### src/rtl/fir_out_pkg.sv
// Shared types and constants for the FIR output decimation stage.
// The optional boxcar-average mode is enabled by the FIR_OUT_DECIM_AVG_EN macro.
package fir_out_pkg;

  // Warm-up discards samples; run keeps one sample per decimation frame.
  typedef enum logic {
    WARM = 1'b0,
    RUN  = 1'b1
  } state_t;

  localparam int WIDTH_DEFAULT = 16;
  localparam int DROP_CNT_W    = 8;

  // Smallest r such that 2**r >= value; used to size counters and pointers.
  function automatic int clog2(input int value);
    int r;
    int v;
    r = 0;
    v = 1;
    for (int i = 0; i < 32; i++) begin
      if (v < value) begin
        v = v << 1;
        r = r + 1;
      end
    end
    return r;
  endfunction

endpackage

### src/rtl/fir_out_fifo.sv
// Synchronous DEPTH-entry FIFO with a registered head (m_data/m_valid).
// A push and a pop may occur on the same edge, including when full.
module fir_out_fifo
  import fir_out_pkg::*;
#(
  parameter int WIDTH = WIDTH_DEFAULT,
  parameter int DEPTH = 4
) (
  input  logic             clk,
  input  logic             rst,
  input  logic             flush,
  input  logic             push,
  input  logic [WIDTH-1:0] push_data,
  input  logic             pop,
  output logic             full,
  output logic             m_valid,
  output logic [WIDTH-1:0] m_data
);

  localparam int AW = (clog2(DEPTH) > 0) ? clog2(DEPTH) : 1;
  localparam int CW = clog2(DEPTH) + 1;

  logic [WIDTH-1:0] mem [DEPTH];
  logic [AW-1:0]    rd_ptr;
  logic [AW-1:0]    wr_ptr;
  logic [CW-1:0]    count;
  logic             do_pop;
  logic             do_push;
  logic [CW-1:0]    count_after_pop;
  logic [CW-1:0]    count_next;
  logic [AW-1:0]    rd_next;

  // Work out which transfers happen this edge and where the head moves to.
  always_comb begin
    full            = (count == CW'(DEPTH));
    do_pop          = m_valid && pop;
    do_push         = push && (!full || do_pop);
    count_after_pop = count - CW'(do_pop);
    count_next      = count_after_pop + CW'(do_push);
    rd_next         = rd_ptr + AW'(do_pop);
  end

  // Storage array has no reset; only slots that are later counted as valid are read.
  always_ff @(posedge clk) begin
    if (!rst && !flush && do_push) begin
      mem[wr_ptr] <= push_data;
    end
  end

  // Pointers, occupancy and the registered head; the head is loaded from the
  // incoming sample when it would land in an otherwise empty FIFO.
  always_ff @(posedge clk) begin
    if (rst) begin
      rd_ptr  <= '0;
      wr_ptr  <= '0;
      count   <= '0;
      m_valid <= 1'b0;
      m_data  <= '0;
    end else if (flush) begin
      rd_ptr  <= '0;
      wr_ptr  <= '0;
      count   <= '0;
      m_valid <= 1'b0;
    end else begin
      if (do_push) begin
        wr_ptr <= wr_ptr + AW'(1);
      end
      rd_ptr  <= rd_next;
      count   <= count_next;
      m_valid <= (count_next != '0);
      if (count_after_pop == '0) begin
        if (do_push) begin
          m_data <= push_data;
        end
      end else begin
        m_data <= mem[rd_next];
      end
    end
  end

endmodule

### src/rtl/fir_out_decim.sv
// Output stage after the 9-tap FIR: drops the warm-up transient, decimates by
// DECIM, buffers kept samples in a small FIFO and counts overflow drops.
// Define FIR_OUT_DECIM_AVG_EN to output a boxcar average of each frame instead
// of picking the first sample of the frame.
module fir_out_decim
  import fir_out_pkg::*;
#(
  parameter int WIDTH  = WIDTH_DEFAULT,
  parameter int DECIM  = 4,
  parameter int WARMUP = 9,
  parameter int DEPTH  = 4
) (
  input  logic                  clk,
  input  logic                  rst,
  input  logic                  flush,
  input  logic                  in_en,
  input  logic [WIDTH-1:0]      y_in,
  output logic                  m_valid,
  input  logic                  m_ready,
  output logic [WIDTH-1:0]      m_data,
  output logic                  warm_done,
  output logic                  ovf_sticky,
  output logic [DROP_CNT_W-1:0] drop_cnt
);

  localparam int LOG2D = clog2(DECIM);
  localparam int PW    = (LOG2D > 0) ? LOG2D : 1;
  localparam int WW    = (clog2(WARMUP + 1) > 0) ? clog2(WARMUP + 1) : 1;

  localparam logic [PW-1:0] PHASE_LAST = PW'(DECIM - 1);
  localparam logic [WW-1:0] WARM_LAST  = WW'(WARMUP - 1);

  state_t           state;
  logic [PW-1:0]    phase;
  logic [WW-1:0]    warm_cnt;
  logic             run_en;
  logic             push;
  logic [WIDTH-1:0] push_data;
  logic             fifo_full;
  logic             drop;

  // A sample counts toward the frame only in RUN and never during a flush.
  always_comb begin
    run_en = (state == RUN) && in_en && !flush;
  end

`ifdef FIR_OUT_DECIM_AVG_EN
  localparam int ACC_W = WIDTH + LOG2D;

  logic signed [ACC_W-1:0] acc;
  logic signed [ACC_W-1:0] y_ext;
  logic signed [ACC_W-1:0] sum;
  logic signed [ACC_W-1:0] avg;

  // Frame sum including the current sample, floored average by arithmetic shift.
  always_comb begin
    y_ext     = ACC_W'($signed(y_in));
    sum       = acc + y_ext;
    avg       = sum >>> LOG2D;
    push_data = avg[WIDTH-1:0];
    push      = run_en && (phase == PHASE_LAST);
  end

  // Accumulate the frame, restarting after the last sample of each frame.
  always_ff @(posedge clk) begin
    if (rst || flush) begin
      acc <= '0;
    end else if (run_en) begin
      if (phase == PHASE_LAST) begin
        acc <= '0;
      end else begin
        acc <= sum;
      end
    end
  end
`else
  // Keep the first sample of each frame unchanged.
  always_comb begin
    push_data = y_in;
    push      = run_en && (phase == '0);
  end
`endif

  // Warm-up / run sequencing with the phase counter and registered warm_done.
  always_ff @(posedge clk) begin
    if (rst || flush) begin
      state     <= WARM;
      warm_cnt  <= '0;
      phase     <= '0;
      warm_done <= 1'b0;
    end else begin
      case (state)
        WARM: begin
          if (WARMUP == 0) begin
            state     <= RUN;
            warm_done <= 1'b1;
          end else if (in_en) begin
            if (warm_cnt == WARM_LAST) begin
              state     <= RUN;
              warm_cnt  <= '0;
              warm_done <= 1'b1;
            end else begin
              warm_cnt <= warm_cnt + WW'(1);
            end
          end
        end
        RUN: begin
          if (in_en) begin
            if (phase == PHASE_LAST) begin
              phase <= '0;
            end else begin
              phase <= phase + PW'(1);
            end
          end
        end
        default: begin
          state <= WARM;
        end
      endcase
    end
  end

  // A kept sample is lost only when the FIFO is full and nothing leaves this edge.
  always_comb begin
    drop = push && fifo_full && !(m_valid && m_ready);
  end

  // Overflow flag and saturating drop counter survive flush.
  always_ff @(posedge clk) begin
    if (rst) begin
      ovf_sticky <= 1'b0;
      drop_cnt   <= '0;
    end else if (drop) begin
      ovf_sticky <= 1'b1;
      if (drop_cnt != '1) begin
        drop_cnt <= drop_cnt + DROP_CNT_W'(1);
      end
    end
  end

  fir_out_fifo #(
    .WIDTH(WIDTH),
    .DEPTH(DEPTH)
  ) u_fifo (
    .clk      (clk),
    .rst      (rst),
    .flush    (flush),
    .push     (push),
    .push_data(push_data),
    .pop      (m_ready),
    .full     (fifo_full),
    .m_valid  (m_valid),
    .m_data   (m_data)
  );

endmodule
### config.mk
export PLATFORM = sky130hd
export DESIGN_NAME = fir_out_decim
export DESIGN_NICKNAME = d
export VERILOG_FILES = /design/src/rtl/fir_out_pkg.sv /design/src/rtl/fir_out_fifo.sv /design/src/rtl/fir_out_decim.sv
export SDC_FILE = /design/constraint.sdc
export NUM_CORES = 1
export LEC_CHECK = 0
export ABC_AREA = 1
export ABC_CLOCK_PERIOD_IN_PS = 3500
export CAP_MARGIN = 15
export CORE_MARGIN = 2
export CORE_UTILIZATION = 25
export DETAILED_ROUTE_END_ITERATION = 8
export PLACE_DENSITY_LB_ADDON = 0.3
export SLEW_MARGIN = 25
export SYNTH_ARGS = -nofsm -noshare
export SYNTH_HDL_FRONTEND = slang
export SYNTH_SLANG_ARGS = --single-unit
export TNS_END_PERCENT = 20
### constraint.sdc
create_clock -name clk -period 3.5 [get_ports clk]
set_input_delay 0.35 -clock clk [delete_from_list [all_inputs] [get_ports clk]]
set_output_delay 0.35 -clock clk [all_outputs]
set_load 0.05 [all_outputs]
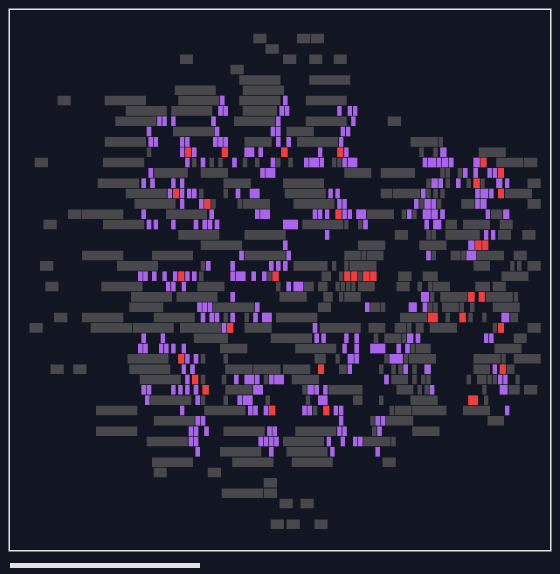
gates.png
The bar under the picture is 50 µm long.
aoi and oai cells -> red  # cells 33
nand cells -> purple  # cells 259

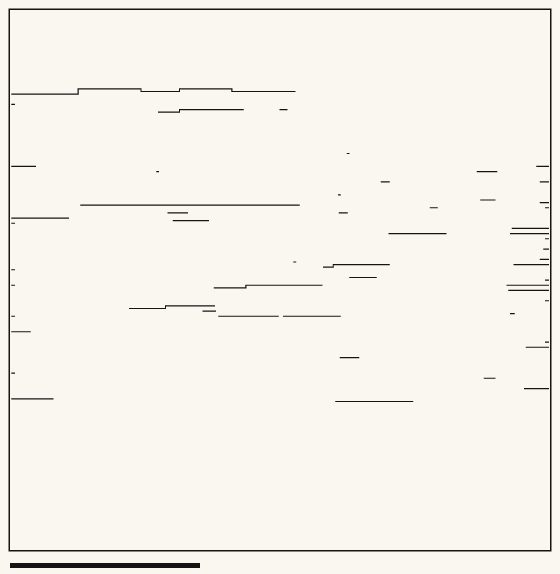
m3.png
The bar under the picture is 50 µm long.
nets with wire on the layer = 42
wire length on this layer = 462 µm
main direction = horizontal

area by class of cell:
type | count | share of cell area
flip-flops and latches | 105 | 0.4753
multi-input cells | 375 | 0.3014
repair buffers | 54 | 0.09063
well taps | 234 | 0.05074
clock buffers | 9 | 0.03903
inverters | 46 | 0.02992
clock inverters | 7 | 0.01301
kinds of logic (layout without fill, tap and decap cells):
kind of cell	Yosys count	count (layout)	share of synthesized area
xor+xnor	3	3	0.005507
simple gates	325	325	0.2866
flops	105	105	0.5747
buf+inv	66	116	0.06083
compound gates	33	33	0.03566
fa+ha+maj	14	14	0.03671
worst paths after layout:
path                            end  slack (ns)      startpoint
setup / recovery  u_fifo.m_data[12]        1.42         m_ready
hold / removal           ovf_sticky        0.47      ovf_sticky
setup reg to reg  u_fifo.m_data[12]        1.52  u_fifo.m_valid
hold reg to reg          ovf_sticky        0.47      ovf_sticky
critical path: stages:
cell and delay [ns]:
sky130_fd_sc_hd__clkdlybuf4s50_1 0.42, sky130_fd_sc_hd__nand2_1 0.09, sky130_fd_sc_hd__inv_1 0.06, sky130_fd_sc_hd__ha_1 0.18, sky130_fd_sc_hd__ha_1 0.29, sky130_fd_sc_hd__nand2_1 0.06
sky130_fd_sc_hd__inv_1 0.05, sky130_fd_sc_hd__nand3_2 0.11, sky130_fd_sc_hd__inv_2 0.43, sky130_fd_sc_hd__nand2_1 0.11, sky130_fd_sc_hd__nand2_1 0.09, sky130_fd_sc_hd__nor2_1 0.04
sky130_fd_sc_hd__nor2_1 0.09
report_power, final:
group,switching (mW),internal (mW),leakage (nW)
registers,0.00115,1.31,0.905
logic,0.0315,0.0269,1.32
clock network,0.468,0.563,0.148
cell usage after synthesis (3+ instances only):
master / number / area, µm²
sky130_fd_sc_hd__nand2_2: 3 / 18.77
sky130_fd_sc_hd__ha_1: 14 / 175.2
sky130_fd_sc_hd__a21oi_1: 27 / 135.1
sky130_fd_sc_hd__nand3b_1: 16 / 120.1
sky130_fd_sc_hd__dfxtp_1: 41 / 820.8
sky130_fd_sc_hd__nand4_1: 5 / 31.28
sky130_fd_sc_hd__edfxtp_1: 64 / 1922
sky130_fd_sc_hd__nand2_1: 218 / 818.3
sky130_fd_sc_hd__inv_1: 42 / 157.7
sky130_fd_sc_hd__nor2_1: 59 / 221.5
sky130_fd_sc_hd__inv_2: 3 / 11.26
sky130_fd_sc_hd__nand3_1: 14 / 70.07
sky130_fd_sc_hd__buf_2: 13 / 65.06
sky130_fd_sc_hd__buf_4: 3 / 22.52
per-layer routing:
layer / vias up / GRT usage
met2: 67 / 0.1892
met3: 17 / 0.03062
li1: 1828 / -
met4: 0 / 0.04526
met5: - / 0
met1: 1669 / 0.1427
flip-flops by register name, indices dropped and copies added, names as in the netlist:
signal and count:
u_fifo.mem 64, u_fifo.m_data 16, drop_cnt 8, warm_cnt 4, u_fifo.count 3, phase 2
u_fifo.rd_ptr 2, u_fifo.wr_ptr 2, ovf_sticky 1, state 1, u_fifo.m_valid 1, warm_done 1
==> impl_metrics.ini <==
; generated from flow reports
[global_routing]
grt_use_total = 0.1146
grt_max_degree = 34
grt_antenna_before_repair = 0

[yosys]
postSynth.asyncResetShare = 0
synth_chip_area_mm2 = 0.004772
synth.yosys.num_cells = 546
synth-edff-count = 64

[die]
fp-row-count = 50
chip_area_mm2 = 0.02021
core_area_mm2 = 0.01871

[timing]
timing.fmax_ghz = 0.4800
worst_hold_slack_ns = 0.4673
period_needed_ns = 2.083
setup-violations-final = 0
finalWorstSetupSlack_ns = 1.417

[cts]
postCtsHoldBufs = 0
clock-root-buffer = sky130_fd_sc_hd__clkbuf_16
cts.clk_slew.worst_paths_ns = 0.07
cts_inserted_buffers = 9
cts.htree.levels = 3
clk_latency_ns = 0.36
clkSinkCount = 105

[pwr]
totalPowerFinal_mw = 2.399
power-per-cell-area_mw_per_mm2 = 415.7

[cells_and_area]
layout.core_utilization = 0.3085
area.combinational_mm2 = 0.001739
register_area_mm2 = 0.002743
drive_gt1_frac = 0.05872

[place]
placed_insts = 814
placed_area_mm2 = 0.005470
post-place-ws_ns = 1.029

[critical_path]
maximum_fanout_encountered_on_the_critical_timing_path = 30
cp_data_arrival_time_ns = 2.37

[detailed_routing]
wl_per_cell_um = 13.38
wirelength_met1_mm = 5.237
maxUsedRoutingLayer = met4
antenna_left = 0
routed-wl-met2_mm = 5.186

[run_status]
run_status = finished, final reports clean
No activity file was given, so power comes from the tool's default toggle rates.
